==> images/layer_met4.png <==
Scale bar: 50 um. Supply wires on this layer in gray. Cells faint in the background.
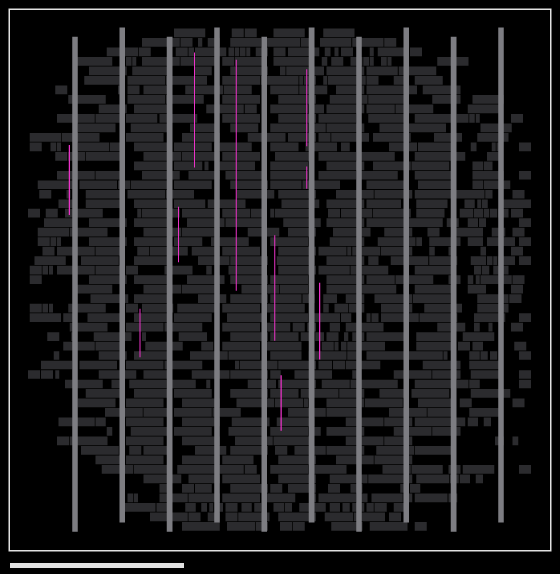
==> images/layer_met1.png <==
Supply wires on this layer in gray.
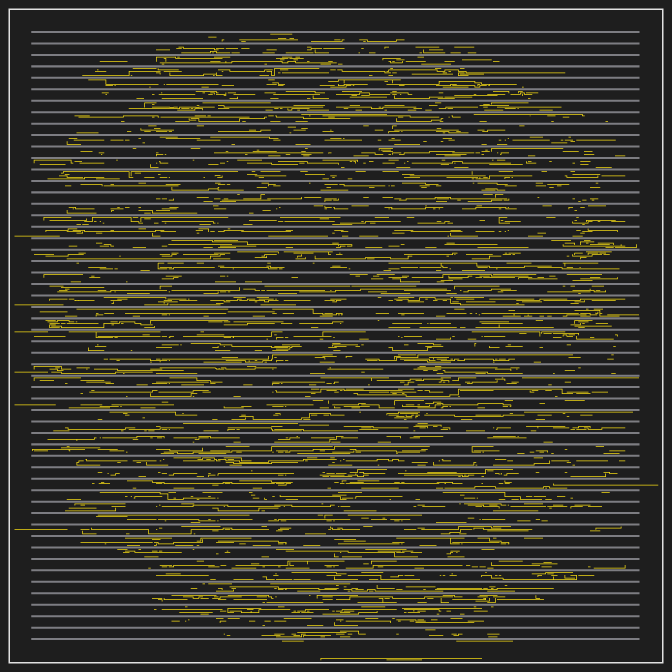
==> images/congestion.png <==
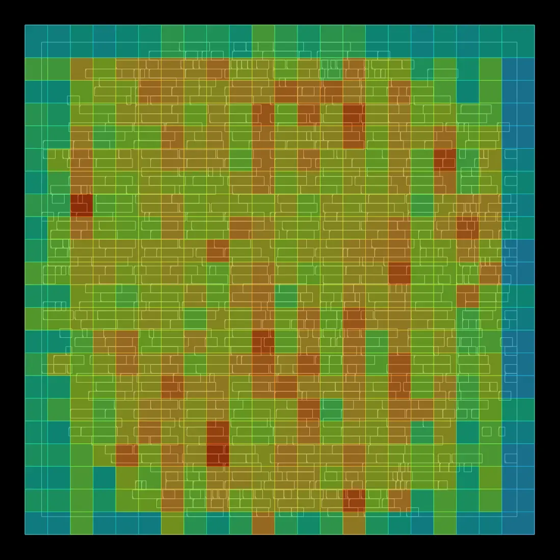
==> images/placement_by_type.png <==
Scale bar: 50 um. Fill, decap, tap and diode cells in gray.
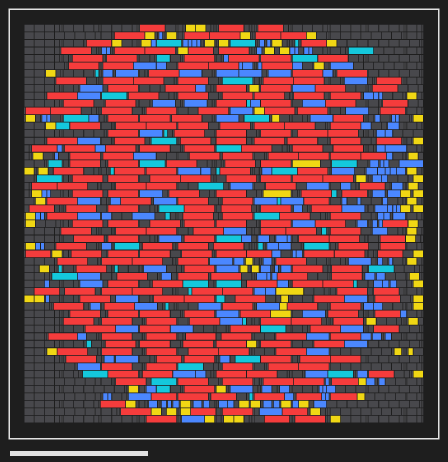
## config.mk

```make
export PLATFORM = sky130hd
export DESIGN_NAME = fifo_out_flat
export DESIGN_NICKNAME = d
export VERILOG_FILES = /design/src/rtl/fifo_out_if.sv /design/src/rtl/fifo_out.sv /design/src/flat_wrapper.sv
export SDC_FILE = /design/constraint.sdc
export NUM_CORES = 1
export LEC_CHECK = 0
export CORE_MARGIN = 5
export CORE_UTILIZATION = 55
export DETAILED_ROUTE_END_ITERATION = 8
export PLACE_DENSITY_LB_ADDON = 0.3
export SLEW_MARGIN = 20
export SYNTH_ARGS = -nofsm -noshare
export SYNTH_HDL_FRONTEND = slang
export SYNTH_SLANG_ARGS = --single-unit
```

## constraint.sdc

```tcl
create_clock -name clk -period 10.81 [get_ports clk]
set_clock_uncertainty 0.05 [all_clocks]
set_input_delay 1.081 -clock clk [delete_from_list [all_inputs] [get_ports clk]]
set_output_delay 1.081 -clock clk [all_outputs]
set_load 0.03 [all_outputs]
```

## src/rtl/fifo_out_if.sv

```systemverilog
// rtl/fifo_out_if.sv - push/pop handshake and status bundle for the output FIFO
interface fifo_out_if #(
    parameter int DATA_WIDTH = 32,
    parameter int ADDR_WIDTH = 3
);
    logic                  wr_en;
    logic [DATA_WIDTH-1:0] din;
    logic                  rd_en;
    logic [DATA_WIDTH-1:0] dout;
    logic [ADDR_WIDTH:0]   data_count;
    logic                  full;
    logic                  empty;
    logic                  wr_ack;
    logic                  wr_err;
    logic                  rd_ack;
    logic                  rd_err;

    modport master (
        output wr_en, din, rd_en,
        input  dout, data_count, full, empty, wr_ack, wr_err, rd_ack, rd_err
    );

    modport slave (
        input  wr_en, din, rd_en,
        output dout, data_count, full, empty, wr_ack, wr_err, rd_ack, rd_err
    );
endinterface

```

## src/rtl/fifo_out.sv

```systemverilog
// rtl/fifo_out.sv - result FIFO from factorial core to host, five-state operation FSM
module fifo_out #(
    parameter int DATA_WIDTH = 32,
    parameter int DEPTH      = 8,
    parameter int ADDR_WIDTH = 3
) (
    input  logic        clk,
    input  logic        reset_n,
    fifo_out_if.slave   bus
);
    typedef enum logic [2:0] {
        IDLE     = 3'b000,
        WRITE    = 3'b001,
        READ     = 3'b010,
        WR_ERROR = 3'b011,
        RD_ERROR = 3'b100
    } state_t;

    localparam logic [ADDR_WIDTH:0] FULL_COUNT = (ADDR_WIDTH+1)'(DEPTH);

    state_t                state;
    logic [DATA_WIDTH-1:0] mem [DEPTH];
    logic [ADDR_WIDTH-1:0] wr_ptr;
    logic [ADDR_WIDTH-1:0] rd_ptr;
    logic [ADDR_WIDTH:0]   count;
    logic [DATA_WIDTH-1:0] dout_q;
    logic                  wr_ack_q;
    logic                  wr_err_q;
    logic                  rd_ack_q;
    logic                  rd_err_q;
    logic                  push_ok;

    assign push_ok = bus.wr_en && !bus.rd_en && (count != FULL_COUNT);

    // Storage has no reset; the reset gate keeps a push from landing while reset is held.
    always_ff @(posedge clk) begin
        if (push_ok && reset_n) begin
            mem[wr_ptr] <= bus.din;
        end
    end

    always_ff @(posedge clk or negedge reset_n) begin
        if (!reset_n) begin
            state    <= IDLE;
            wr_ptr   <= '0;
            rd_ptr   <= '0;
            count    <= '0;
            dout_q   <= '0;
            wr_ack_q <= 1'b0;
            wr_err_q <= 1'b0;
            rd_ack_q <= 1'b0;
            rd_err_q <= 1'b0;
        end else begin
            wr_ack_q <= 1'b0;
            wr_err_q <= 1'b0;
            rd_ack_q <= 1'b0;
            rd_err_q <= 1'b0;
            case ({bus.wr_en, bus.rd_en})
                2'b10: begin
                    if (count != FULL_COUNT) begin
                        state    <= WRITE;
                        wr_ptr   <= wr_ptr + 1'b1;
                        count    <= count + 1'b1;
                        wr_ack_q <= 1'b1;
                    end else begin
                        state    <= WR_ERROR;
                        wr_err_q <= 1'b1;
                    end
                end
                2'b01: begin
                    if (count != '0) begin
                        state    <= READ;
                        dout_q   <= mem[rd_ptr];
                        rd_ptr   <= rd_ptr + 1'b1;
                        count    <= count - 1'b1;
                        rd_ack_q <= 1'b1;
                    end else begin
                        state    <= RD_ERROR;
                        rd_err_q <= 1'b1;
                    end
                end
                2'b00: state <= IDLE;
                default: begin
                    // Simultaneous push and pop is a no-op that holds a legal state.
                    case (state)
                        IDLE, WRITE, READ, WR_ERROR, RD_ERROR: state <= state;
                        default:                               state <= IDLE;
                    endcase
                end
            endcase
        end
    end

    assign bus.dout       = dout_q;
    assign bus.data_count = count;
    assign bus.full       = (count == FULL_COUNT);
    assign bus.empty      = (count == '0);
    assign bus.wr_ack     = wr_ack_q;
    assign bus.wr_err     = wr_err_q;
    assign bus.rd_ack     = rd_ack_q;
    assign bus.rd_err     = rd_err_q;
endmodule

```

## src/flat_wrapper.sv

```systemverilog
// flat-port wrapper written by rule: the top's interface ports become plain ports
module fifo_out_flat 
#(
    parameter int DATA_WIDTH = 32,
    parameter int DEPTH      = 8,
    parameter int ADDR_WIDTH = 3
)
  (clk, reset_n, bus_wr_en, bus_din, bus_rd_en, bus_dout, bus_data_count, bus_full, bus_empty, bus_wr_ack, bus_wr_err, bus_rd_ack, bus_rd_err);
  fifo_out_if #(.DATA_WIDTH(DATA_WIDTH), .ADDR_WIDTH(ADDR_WIDTH)) bus_i ();
  input  logic clk;
  input  logic reset_n;
  input wire logic [$bits(bus_i.wr_en)-1:0] bus_wr_en;
  input wire logic [$bits(bus_i.din)-1:0] bus_din;
  input wire logic [$bits(bus_i.rd_en)-1:0] bus_rd_en;
  output wire logic [$bits(bus_i.dout)-1:0] bus_dout;
  output wire logic [$bits(bus_i.data_count)-1:0] bus_data_count;
  output wire logic [$bits(bus_i.full)-1:0] bus_full;
  output wire logic [$bits(bus_i.empty)-1:0] bus_empty;
  output wire logic [$bits(bus_i.wr_ack)-1:0] bus_wr_ack;
  output wire logic [$bits(bus_i.wr_err)-1:0] bus_wr_err;
  output wire logic [$bits(bus_i.rd_ack)-1:0] bus_rd_ack;
  output wire logic [$bits(bus_i.rd_err)-1:0] bus_rd_err;
  assign bus_i.wr_en = bus_wr_en;
  assign bus_i.din = bus_din;
  assign bus_i.rd_en = bus_rd_en;
  assign bus_dout = bus_i.dout;
  assign bus_data_count = bus_i.data_count;
  assign bus_full = bus_i.full;
  assign bus_empty = bus_i.empty;
  assign bus_wr_ack = bus_i.wr_ack;
  assign bus_wr_err = bus_i.wr_err;
  assign bus_rd_ack = bus_i.rd_ack;
  assign bus_rd_err = bus_i.rd_err;
  fifo_out #(.DATA_WIDTH(DATA_WIDTH), .DEPTH(DEPTH), .ADDR_WIDTH(ADDR_WIDTH)) u_core (.clk(clk), .reset_n(reset_n), .bus(bus_i));
endmodule
```

==> summary.txt <==
impl run done, here's what came out: row count=53, post-CTS setup repair buffer count=0, Top cells by area=edfxtp_1, mux4_2, dfrtp_1, mux2i_1, nand2_1, r2r setup slk=7680 ps, Final GP Congestion=roughly 0.74, Die Area=24000 um2, worst path arrival time=3910 ps, pin count of the biggest net entering global routing=68, Post-Synth XOR/XNOR Area=0.00607, initial DRC count=329, M3 GR Usage=0.0305, Final Power=3.38 mW, vias per cell=5.60, slew margin rel.=0.376, nets=682, asr flop ratio synth=0.152, global route hottest layer=met2, num ports=78, pre-CTS setup slack=6540 ps, yosys stat chip area=11500 um2, Final Max Slew Viols=0, # resized after CTS=0, fill cell count=1376, nonclk buf count=about 90, Mapped Nets=588, Final setup viols=0, Port Buf Inserts=roughly 77, Clock buffer cells=around 47, aoi share=0.0208, logic share of the area=0.189, Post-synth top cells=edfxtp_1, mux4_2, dfrtp_1, clk root buf=clkbuf_16, Logic family by area=multiplexers, RR Endpoint=u_core.mem[3][5], Slowest-stage cell, CP=nor3_2, cycle use final=0.347, most frequent cells in the layout=edfxtp_1, clkdlybuf4s50_1, mux4_2, dfrtp_1, mux2i_1, Hold Crit Class=flip-flop to flip-flop, Slew @ Worst Pin=936 ps, routed length on met1=8470 um, layout cell share with drive strength beyond 1=0.237, CTS Hold Buffers Added=0, Clock power frac=0.280, Synth Warn #=0, Non-Filler Instances=approximately 940, Clock buf/inv share=0.0659, # Cells Yosys=546, Area Overhead vs Synth=17.9%, H-Tree Depth=1, Top cell area share=0.666, Tool Warnings=28, RR Startpoint=u_core.bus.data_count[1], Power Density=248 nW/um2, status=complete, no violations, most used logic cell in the final layout=edfxtp_1, Multi-input gate area=between 2000 and 3000 um2, die height=155 um, Total GRT Usage=0.175, Mapped Cells=546, non-clock inverter count=3, combinational share of power=0.279, TritonCTS buffer count=29, final setup margin=7060 ps, Critical Path Fanout Max=22, tap cells=roughly 280, DR top layer=met4, Top class by area=sequential cells, yosys adder share=0.00651, final hold slack=431 ps, distinct lib cells=35, crit path cell chain=clkdlybuf4s50_1 > inv_1 > ha_1 > nor2b_1 > nand2_1 > nor3_2 > buf_4, Internal Power=around 2.4 mW, Main synth FF type=edfxtp_1, met1 global-route usage=0.241, grt total ovfl=0, Post-synth EDFFs=roughly 260, clk sinks=around 300, yosys simple share=0.0293, Comb. pwr=0.943 mW, Power Sequential=1.49 mW, TritonCTS clock tree=done
Notes on layer_met4.png above:
longest straight run	66.0 um
share of all routed wire	1.2%

Notes on layer_met1.png above:
longest straight run	38.2 um
nets with wire on the layer	628
main direction	horizontal

Notes on congestion.png above:
final core utilization: 0.653
Routed WL per cell: 21.7 um

Notes on placement_by_type.png above:
color	class	cells
red	flops	302
blue	combinational and other logic	217
cyan	clock drivers and dummy loads	54
yellow	other buffers and delay cells	90
core area: 20800 um2
flop share of the area: 0.650
design area: 13600 um2

how the worst max path moves through the flow:
stage,to,slack (ps),startpoint,depth (start not counted)
detailed placement,u_core.mem[3][5],6540,bus_rd_en,7
floorplan,u_core.mem[3][0],6350,bus_rd_en,6
finish,u_core.mem[3][5],7060,bus_rd_en,7
CTS,u_core.mem[3][14],7080,bus_rd_en,7
global route,u_core.mem[3][7],6870,bus_rd_en,7
global placement,u_core.mem[3][0],6600,bus_rd_en,7
sequential cells by signal, indices dropped and copies added (netlist names):
register / cells
u_core.rd_ptr: 3
u_core.bus.rd_ack: 1
u_core.bus.rd_err: 1
u_core.bus.dout: 32
u_core.bus.wr_err: 1
u_core.bus.data_count: 4
u_core.bus.wr_ack: 1
u_core.wr_ptr: 3
u_core.mem: 256
No activity file was given, so power comes from the tool's default toggle rates.
